===== src/rtl/cache_write_merge.sv =====
// Registered write-merge stage: merges a 16-bit store into a 128-bit cache line and holds it for the data-array write port.
// Optional `WRITE_COALESCE_EN folds same-set stores into the held line.
module cache_write_merge (
  input  logic         clk,
  input  logic         rst,
  input  logic         req_valid,
  output logic         req_ready,
  input  logic [2:0]   req_set,
  input  logic [7:0]   req_word_sel,
  input  logic [1:0]   req_wmask,
  input  logic [15:0]  req_wdata,
  input  logic [127:0] req_line,
  output logic         out_valid,
  input  logic         out_ready,
  output logic [2:0]   out_set,
  output logic [127:0] out_line,
  output logic         sel_err
);

  typedef enum logic {EMPTY, FULL} state_e;

  state_e         state_q, state_d;
  logic [127:0]   line_q, line_d;
  logic [2:0]     set_q, set_d;
  logic           err_q, err_d;
  logic           coalesce_hit;
  logic [127:0]   base_line;
  logic [127:0]   merged;
  logic           sel_ok;
  logic           accept;

`ifdef WRITE_COALESCE_EN
  // Same-set hit uses the held line as base, including on a drain cycle.
  assign coalesce_hit = (state_q == FULL) && (req_set == set_q);
  assign base_line    = coalesce_hit ? line_q : req_line;
`else
  assign coalesce_hit = 1'b0;
  assign base_line    = req_line;
`endif

  assign req_ready = (state_q == EMPTY) || out_ready || coalesce_hit;
  assign accept    = req_valid && req_ready;
  assign sel_ok    = (req_word_sel != '0) &&
                     ((req_word_sel & (req_word_sel - 8'd1)) == '0);

  always_comb begin
    merged = base_line;
    for (int unsigned i = 0; i < 8; i++) begin
      if (sel_ok && req_word_sel[i]) begin
        if (req_wmask[0]) merged[16*i +: 8]     = req_wdata[7:0];
        if (req_wmask[1]) merged[16*i + 8 +: 8] = req_wdata[15:8];
      end
    end
  end

  always_comb begin
    state_d = state_q;
    line_d  = line_q;
    set_d   = set_q;
    err_d   = err_q;
    if (accept) begin
      state_d = FULL;
      line_d  = merged;
      set_d   = req_set;
      err_d   = err_q || !sel_ok;
    end else if ((state_q == FULL) && out_ready) begin
      state_d = EMPTY;
    end
  end

  always_ff @(posedge clk) begin
    if (rst) begin
      state_q <= EMPTY;
      line_q  <= '0;
      set_q   <= '0;
      err_q   <= 1'b0;
    end else begin
      state_q <= state_d;
      line_q  <= line_d;
      set_q   <= set_d;
      err_q   <= err_d;
    end
  end

  assign out_valid = (state_q == FULL);
  assign out_line  = line_q;
  assign out_set   = set_q;
  assign sel_err   = err_q;

endmodule


===== config.mk =====
export PLATFORM = sky130hd
export DESIGN_NAME = cache_write_merge
export DESIGN_NICKNAME = d
export VERILOG_FILES = /design/src/rtl/cache_write_merge.sv
export SDC_FILE = /design/constraint.sdc
export NUM_CORES = 1
export LEC_CHECK = 0
export CAP_MARGIN = 15
export CORE_ASPECT_RATIO = 0.7
export CORE_MARGIN = 2
export CORE_UTILIZATION = 44
export DETAILED_ROUTE_END_ITERATION = 16
export GPL_ROUTABILITY_DRIVEN = 1
export PLACE_DENSITY = 0.95
export SYNTH_ARGS = -nofsm -noshare
export SYNTH_HDL_FRONTEND = slang
export SYNTH_SLANG_ARGS = --single-unit

===== constraint.sdc =====
create_clock -name clk -period 4.2 [get_ports clk]
set_input_delay 0.84 -clock clk [delete_from_list [all_inputs] [get_ports clk]]
set_output_delay 0.84 -clock clk [all_outputs]
set_load 0.02 [all_outputs]

==> flow_summary_export.csv <==
group,metric,value,unit
run_status,status,"finished, final reports clean",
worst_setup_path,crit_end,"out_line[24]",
synth,ys_seq_share,43.3,%
timing,slew_headroom,45.6,%
run,cap_violations,0,
worst_setup_path,cpMaxStageDelayCell,"clkdlybuf4s50_1",
worst_setup_path,crit_type,"primary input to flip-flop",
power,pg_seq,0.00142,W
global_route,grt_use_met2,55.8,%
cells_and_area,nets,1089,
cells_and_area,comb_area_share,32.2,%
worst_setup_path,cp_num_cells,8,
synth,synthAdderAreaFrac,0,%
placement,gp_congestion,0.868,
cells_and_area,sh_seq_area,27.6,%
global_route,antenna_found_initial,1,
timing,fmax,0.294,GHz
synth,netlist.top_cell.by_instances,"nor2_1",
timing,clock_skew,12.6,ps
clocking,clk_pin_slew,60,ps
worst_setup_path,cp-startpoint,"req_word_sel[3]",
worst_setup_path,worst-path-buf-inv,2,
power,total_power,0.00372,W
synth,ys_ff,133,
cells_and_area,n_antenna_cell,1,
clocking,cts_buffer_depth,2,
floorplan,die_area,0.0149,sq mm
synth,yosys_warnings,0,
power,swShare,28.4,%
synth,syn_avg_cell_area,9.03,sq um
drt,first_pass_iters,5,
cells_and_area,clockBufferCount,19,
power,peakVddDrop,280,uV
synth,simple_gate_area_share,15.3,%
floorplan,die_h,103,um
power,power_frac_clock,39.1,%
worst_setup_path,cp.arrival,3690,ps
clocking,post_cts_buffers,0,
cells_and_area,area_growth,57.0,%
worst_hold_path,min_path_type,"flip-flop to flip-flop",
synth,flop_cell,"dfxtp_1",
placement,io_buffers,294,
clocking,postCtsHoldBufs,0,
drt,via_per_inst,6.00,
floorplan,rows,36,
floorplan,initial_core_util,44.6,%
timing,slew_viol_final,0,
synth,yosysCellCount,680,
synth,fp_nets,841,
power,p_clk,0.00145,W
synth,edf_count,0,
worst_setup_path,required,4490,ps
worst reg2reg max path, stage by stage (launching register included):
cell and delay [ps]:
dfxtp_1 310, nand2b_1 140, nand2_2 400, nor2_1 800, a311oi_1 230, o31a_1 150
cells in the final DEF, fill, tap and decap left out:
cell type / instances
clkbuf_8: 1
buf_16: 1
nand3b_1: 1
bufinv_16: 2
or4_2: 1
inv_6: 1
nand4_1: 2
and3_1: 7
inv_1: 1
a211oi_1: 54
clkinv_4: 3
buf_12: 1
and2_4: 1
clkinv_2: 4
buf_4: 10
mux2i_1: 48
nand2_1: 28
nor2_1: 148
o21bai_1: 3
clkinvlp_4: 2
and2_1: 8
nand3_1: 17
diode_2: 1
clkbuf_1: 1
a311oi_1: 78
clkdlybuf4s50_1: 293
nand2_2: 1
nand2b_1: 1
and4bb_2: 2
and2_0: 1
dfxtp_1: 133
clkbuf_16: 17
o31a_1: 62
and4bb_1: 1
a21oi_1: 4
or4_4: 1
o21ba_2: 1
through the flow:
| step | utilization (%) | worst slack [ps] | hold WS (ps) | cells | instance area (sq um) |
|---|---|---|---|---|---|
| after floorplan | - | 1480 | 535 | 680 | 6140 |
| after global placement | 65.6 | 469 | 445 | 1098 | 9040 |
| after detailed placement | 65.6 | 445 | 458 | 1098 | 9040 |
| after CTS | 69.8 | 846 | 468 | 1129 | 9610 |
| after global routing | 70.0 | 702 | 491 | 1131 | 9640 |
| final | 70.0 | 799 | 461 | 1131 | 9640 |
routing by layer:
layer / share of wire (%) / vias to the layer above
li1: - / 3065
met2: 47 / 455
met1: 39 / 3197
met3: 11 / 70
met5: 0 / -
met4: 3.5 / 0
cell families after synthesis:
kind of cell | count (synthesis)
buf+inv | 77
mux | 48
flops | 133
simple gates | 220
compound gates | 202
Clock nets:
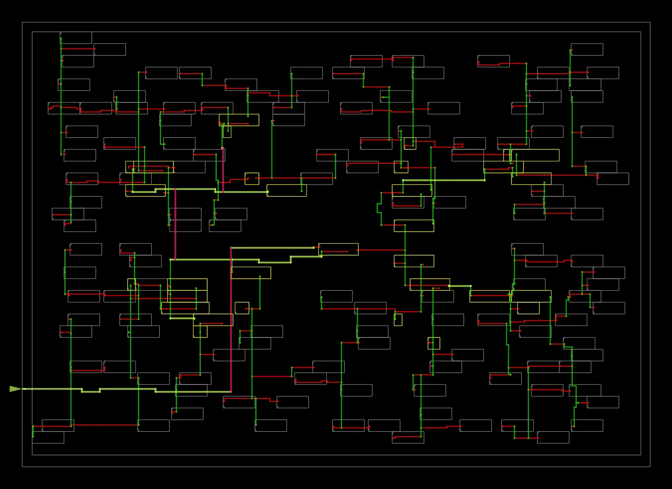
clk ins delay skew pair: 400 ps
clock sinks: 133
total CTS buffers: 17

Wiring by layer:
Only two layers are drawn.
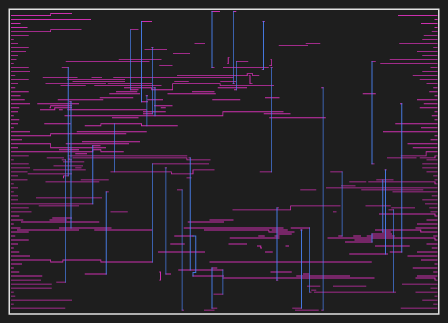
layer	colour	wire length
met3	magenta	2790 um
met4	blue	897 um

The metal 2 layer:
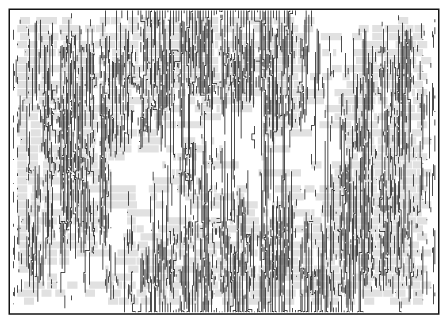
nets with wire on the layer	979
longest straight run	52.4 um
share of all routed wire	47%
main direction	vertical
wire length on this layer	11800 um

No activity file was given, so power comes from the tool's default toggle rates.
